==> config.mk <==
export PLATFORM = sky130hd
export DESIGN_NAME = wbuf_write_ctrl_flat
export DESIGN_NICKNAME = d
export VERILOG_FILES = /design/src/rtl/wbuf_pkg.sv /design/src/rtl/wbuf_write_ctrl_if.sv /design/src/rtl/wbuf_addr_gen.sv /design/src/rtl/wbuf_write_ctrl.sv /design/src/flat_wrapper.sv
export SDC_FILE = /design/constraint.sdc
export NUM_CORES = 1
export LEC_CHECK = 0
export CAP_MARGIN = 20
export CORE_AREA = 2 2 218 220
export CTS_CLUSTER_DIAMETER = 40
export DETAILED_ROUTE_END_ITERATION = 10
export DIE_AREA = 0 0 220 222
export MAX_ROUTING_LAYER = met4
export SLEW_MARGIN = 20
export SYNTH_ARGS = -nofsm -noshare
export SYNTH_HDL_FRONTEND = slang
export SYNTH_SLANG_ARGS = --single-unit
==> constraint.sdc <==
create_clock -name clk -period 15.52 [get_ports clk]
set_clock_uncertainty 0.05 [all_clocks]
set_input_delay 3.104 -clock clk [delete_from_list [all_inputs] [get_ports clk]]
set_output_delay 3.104 -clock clk [all_outputs]
set_load 0.02 [all_outputs]
run_1/io_fan.png
Scale: 2 px per µm.
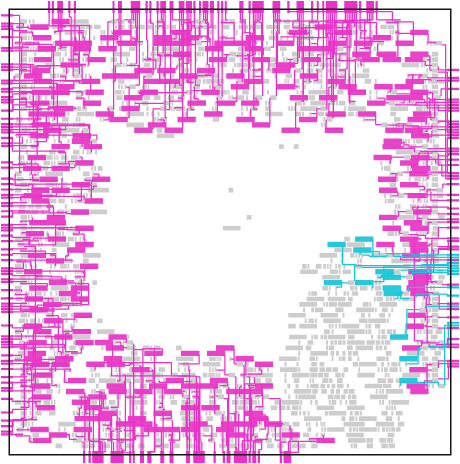
| port | color | bits | direction | edge | end cells | buffers | wire |
|---|---|---|---|---|---|---|---|
| `bus_mem_write_addr` | cyan | 12 | output | east | 12 | 12 | 518 µm |
| `bus_mem_write_data` | magenta | 256 | output | 79 north, 76 west, 53 south, 48 east | 256 | 256 | 10000 µm |
Ports: 554
port bufs: 553

run_1/placement_by_type.png
Scale: 1 px per µm.
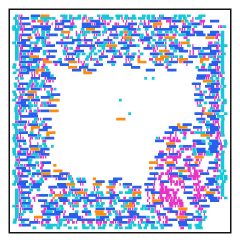
| class | color | cells |
|---|---|---|
| remaining buffers and delay cells | cyan | 562 |
| clock drivers and dummy loads | orange | 84 |
| combinational and other logic | magenta | 1003 |
| sequential cells | blue | 306 |
Row Count: 79
Core Util, Final: 43.0%
flop share of the area: 38.5%
final instance area: 19900 µm²

run_1/placement.png
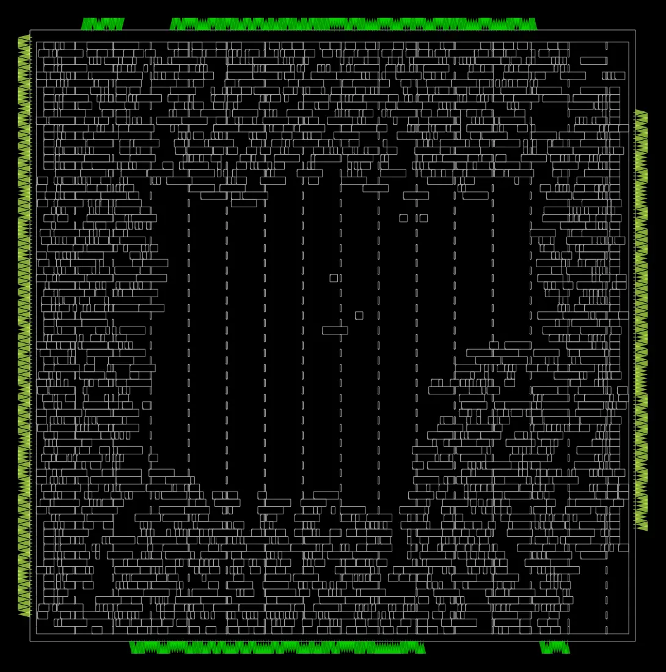
Layout fillers: 4572
Core ar.: 46300 µm²
Layout Cells excl Fill: 2564
num tapcells: 607

run_1/flops_by_reg.png
Scale: 1 px per µm.
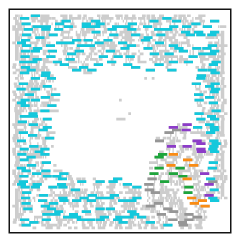
| signal | color | flops |
|---|---|---|
| `u_core.bus.mem_write_addr` | purple | 12 |
| `u_core.u_addr_gen.base_q` | orange | 9 |
| `u_core.bus.mem_write_data` | cyan | 256 |
| `u_core.u_addr_gen.row_cnt` | green | 10 |
not colored: 19
Seq power: 979 µW
register area: 7660 µm²

==> flow_summary.ini, run 1 <==
; yosys + openroad results
[status]
status = completed

[route]
wl_per_cell_um = 15.4
ant_nets = 0
highest_layer = met4
drtIter0Drc = 552
dr_wl_met3_mm = 3.54
vias = 10800

[die]
chipWidth_um = 220
die_area_um2 = 48800

[critical_path]
required_ps = 15950
ff2ff_path_depth = 5
cp_slowest_stage_delay_ps = 860
cp-end-kind = register
worstPathArrival_ps = 5800
cp_num_buf_inv = 3
worstSetupPathType = input port to register
cp.depth = 6

[logic_synthesis]
syn_area_um2 = 12100
ys_area_um2 = 12100
synth.logic.top_family = simple AND/OR/NAND/NOR gates
synth_nets = 1666
ys_seq_share_pct = 63.2
mux_share_pct = 0
synth_area_per_cell_um2 = 8.82
ys_cells = 1374
yosys_warnings = 0
yosys_register_bits = 306

[final_layout]
fin_nets = 2212
area_growth_pct = 64.0
multiInputGateArea_um2 = 4170
drive_above_1_share_pct = 5.06

[place]
gp_congestion = 0.893
hpwl_mm = 27.7
post-place-ws_ps = 9470
placed_area_um2 = 18300

[cts]
htree_num_levels = 2
cts.reportedPaths.clkPinSlew_ps = 50
cts_tree = done
cts_setup_buffers = 0
cts_made_buffers = 47
clockRootBuffer = clkbuf_16
clockBufferDepth = 3

[power]
power_density_nw_per_um2 = 132
ir_drop_mv = 0.0791
p_leak_nw = 9.57

[global_route]
grt_overflow_total = 0
use_met3_pct = 5.02
grt_util_all_layers_pct = 16.3
grt.busiest_layer = met2
gr-usage-met2_pct = 27.1
grt_max_degree = 115
grt_pass1_vias = 11100

[final_timing]
hold_viol = 0
drv_slew = 0
worst_pin_slew_ps = 1030
fmax_mhz = 186
finalCritPeriodShare_pct = 34.6
setup_viol = 0
tns_ps = 0
final.setup.worst_slack_ps = 10150
worst_hold_slack_ps = 418

[hold_path]
hold_depth = 2

[job]
stage_log_warnings = 28
maxCapViolCount = 0
[run 1: cell type report]
cell class                 instances  area share (%)
tap                              607            3.82
inverter                          15           0.359
sequential                       306            38.5
antenna                            2          0.0252
timing repair buffer             562            28.2
multi-input combinational        988            21.0
clock inverter                    30            1.63
clock buffer                      54            6.46
[run 1: power breakdown]
group,internal [mW],switching [mW]
Clock,0.669,0.400
Combinational,0.278,0.300
Sequential,0.906,0.0732
Total,1.85,0.773
[run 1: layout by cell type, fill, tap and decap left out, types with 4 or more instances in the layout]
cell	n
nand2_1	847
clkdlybuf4s50_1	553
dfrtp_1	305
clkbuf_16	49
nor2_1	20
o21ai_0	19
xor2_1	15
inv_1	13
xnor2_1	12
a21oi_1	12
ha_1	12
inv_6	10
buf_4	9
clkinvlp_4	6
clkinv_2	5
nand3_1	4
and3_1	4
nor3_1	4
or3_1	4
bufinv_16	4
clkinv_4	4
clkbuf_8	4
[run 1: Yosys cell counts, drive strengths merged]
cell     count  area share [%]
dfrtp      305              63
o32ai        1           0.072
ha          12             1.2
o2bb2ai      1           0.072
xor2        15             1.1
inv         15            0.46
nor2b        1           0.052
nor4         2            0.10
a21oi       12            0.50
a221oi       1           0.072
buf          7            0.23
or4          2            0.12
dfstp        1            0.22
nor2        20            0.62
a211oi       2            0.12
fa           1            0.17
nand2b       3            0.15
a31oi        2            0.10
and2         1           0.052
clkbuf      58             1.8
nand4        2            0.10
o211ai       3            0.19
xnor2       12            0.87
nor3b        1            0.10
o41ai        1           0.072
o21ai       20            0.83
or3          5            0.27
a2111o       1           0.093
o21bai       1           0.062
and3         4            0.21
a32o         1           0.083
nand3        4            0.17
nand2      848              26
a41oi        1           0.072
a21o         2            0.12
nand4b       1           0.072
nor3         5            0.25
==> run 1 -> run 2 <==
--- a/config.mk
+++ b/config.mk
@@ -6,10 +6,10 @@
 export NUM_CORES = 1
 export LEC_CHECK = 0
 export CAP_MARGIN = 20
-export CORE_AREA = 2 2 218 220
+export CORE_AREA = 2 2 212 214
 export CTS_CLUSTER_DIAMETER = 40
 export DETAILED_ROUTE_END_ITERATION = 10
-export DIE_AREA = 0 0 220 222
+export DIE_AREA = 0 0 214 216
 export MAX_ROUTING_LAYER = met4
 export SLEW_MARGIN = 20
 export SYNTH_ARGS = -nofsm -noshare
==> constraint.sdc (replaced) <==
create_clock -name clk -period 5.5 [get_ports clk]
set_clock_uncertainty 0.05 [all_clocks]
set_input_delay 1.1 -clock clk [delete_from_list [all_inputs] [get_ports clk]]
set_output_delay 1.1 -clock clk [all_outputs]
set_load 0.02 [all_outputs]
run_2/placement_by_type.png
Scale: 1 px per µm.
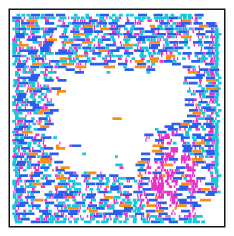
| class | color | cells |
|---|---|---|
| sequential cells | blue | 306 |
| clock drivers and dummy loads | orange | 89 |
| remaining buffers and delay cells | cyan | 562 |
| combinational and other logic | magenta | 1003 |
final instance area: 20200 µm²
Core Util, Final: 46.0%
flop share of the area: 38.0%
Core ar.: 43800 µm²

run_2/placement.png
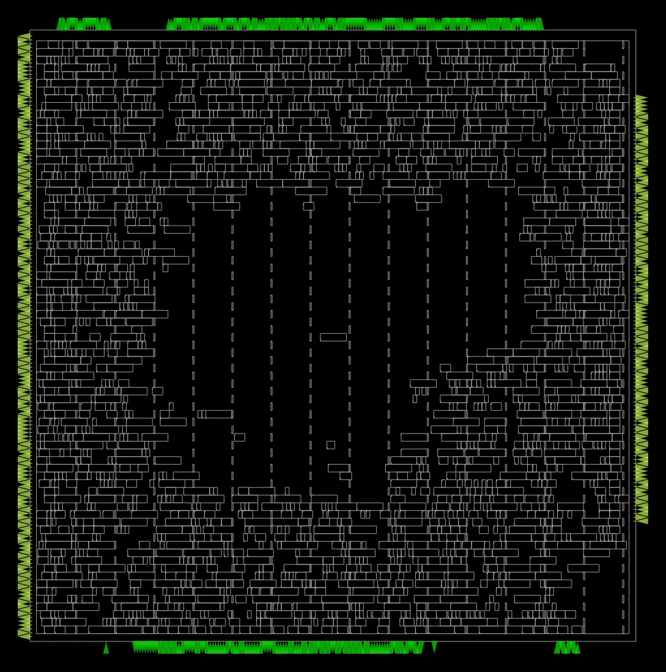
Layout fillers: 4107
num tapcells: 592
Row Count: 77
Layout Cells excl Fill: 2553
Flops: 306

==> flow_summary.ini, run 2 <==
; yosys + openroad results
[logic_synthesis]
synth_area_per_cell_um2 = 8.82
synth-async-reset-ratio_pct = 100
top_cells_by_count = nand2_1, dfrtp_1, clkbuf_1
synth_nets = 1666
synth_top_cell_by_area = dfrtp_1
yosys_warnings = 0
synth-edff-count = 0
ys.flop_type = dfrtp_1
ys_area_um2 = 12100
yosysTopAreaCellShare_pct = 63.0
yosys_register_bits = 306
yosysMostFrequentCell = nand2_1

[final_layout]
final_layout_top_logic_cell = nand2_1
drive_above_1_share_pct = 5.15
area_growth_pct = 66.3

[final_timing]
finalCritPeriodShare_pct = 54.9
final.setup.worst_slack_ps = 2480
hold_viol = 0
fmax_mhz = 331
tns_ps = 0

[global_route]
grt_overflow_total = 0
grt_util_all_layers_pct = 17.7
grt_max_degree = 178

[cts]
clockBufferDepth = 3
cts.reportedPaths.clkPinSlew_ps = 50

[die]
die_area_um2 = 46200
chipWidth_um = 214

[critical_path]
cp-end-kind = register
worstSetupPathType = input port to register
ff2ff_path_depth = 8
cp_num_buf_inv = 1
cp.depth = 7

[status]
status = completed

[power]
p_leak_nw = 9.70
power_density_nw_per_um2 = 393

[job]
maxCapViolCount = 0

[route]
drtIter0Drc = 646

[place]
post-place-ws_ps = 1920
numPortBuffers = 553
[run 2: cell counts after synthesis]
No cell type changed its count.
[run 2: cell type report]
class / count / area [µm²] / area share [%]
Sequential cell: 306 / 7660 / 38.0
Timing Repair Buffer: 562 / 5650 / 28.0
Multi-Input combinational cell: 988 / 4170 / 20.7
Clock buffer: 57 / 1300 / 6.43
Tap cell: 592 / 741 / 3.67
Clock inverter: 32 / 576 / 2.85
Inverter: 15 / 67.6 / 0.335
Antenna cell: 1 / 2.50 / 0.0124
[run 2: kinds of logic after synthesis]
logic type	count (synthesis)
flip-flops	306
adder cells (fa/ha/maj)	13
AND-OR/OR-AND	49
buffers and inverters	80
AND/OR/NAND/NOR	899
XOR/XNOR	27
[run 2: where the power goes]
part           total (mW)  switching [mW]  internal, mW
logic                1.65           0.857         0.790
registers            2.77           0.212          2.56
clock network        3.52            1.16          2.36
total                7.93            2.22          5.71
[run 2: worst register-to-register path, delay by kind of cell, from the launching register on]
kind            cells  cell delay [ps]
simple gates        4             1280
fa+ha+maj           2              300
flops               1              380
compound gates      2              520
[run 2: routing by layer]
layer	GRT usage (%)	share of wire (%)	vias to the layer above
li1	-	-	5328
met1	20.5	41	5112
met2	28.7	48	406
met3	5.74	8.0	75
met4	6.50	3.2	0
met5	-	0	-
[run 2: stage by stage]
stage               util, %  instances  hold WS (ps)
floorplan                 -       1374           402
global placement       41.7       2463           407
detailed placement     41.7       2463           411
CTS                    46.0       2552           424
global route           46.0       2553           442
finish                 46.0       2553           418
Power is estimated from default activity; no workload was simulated.
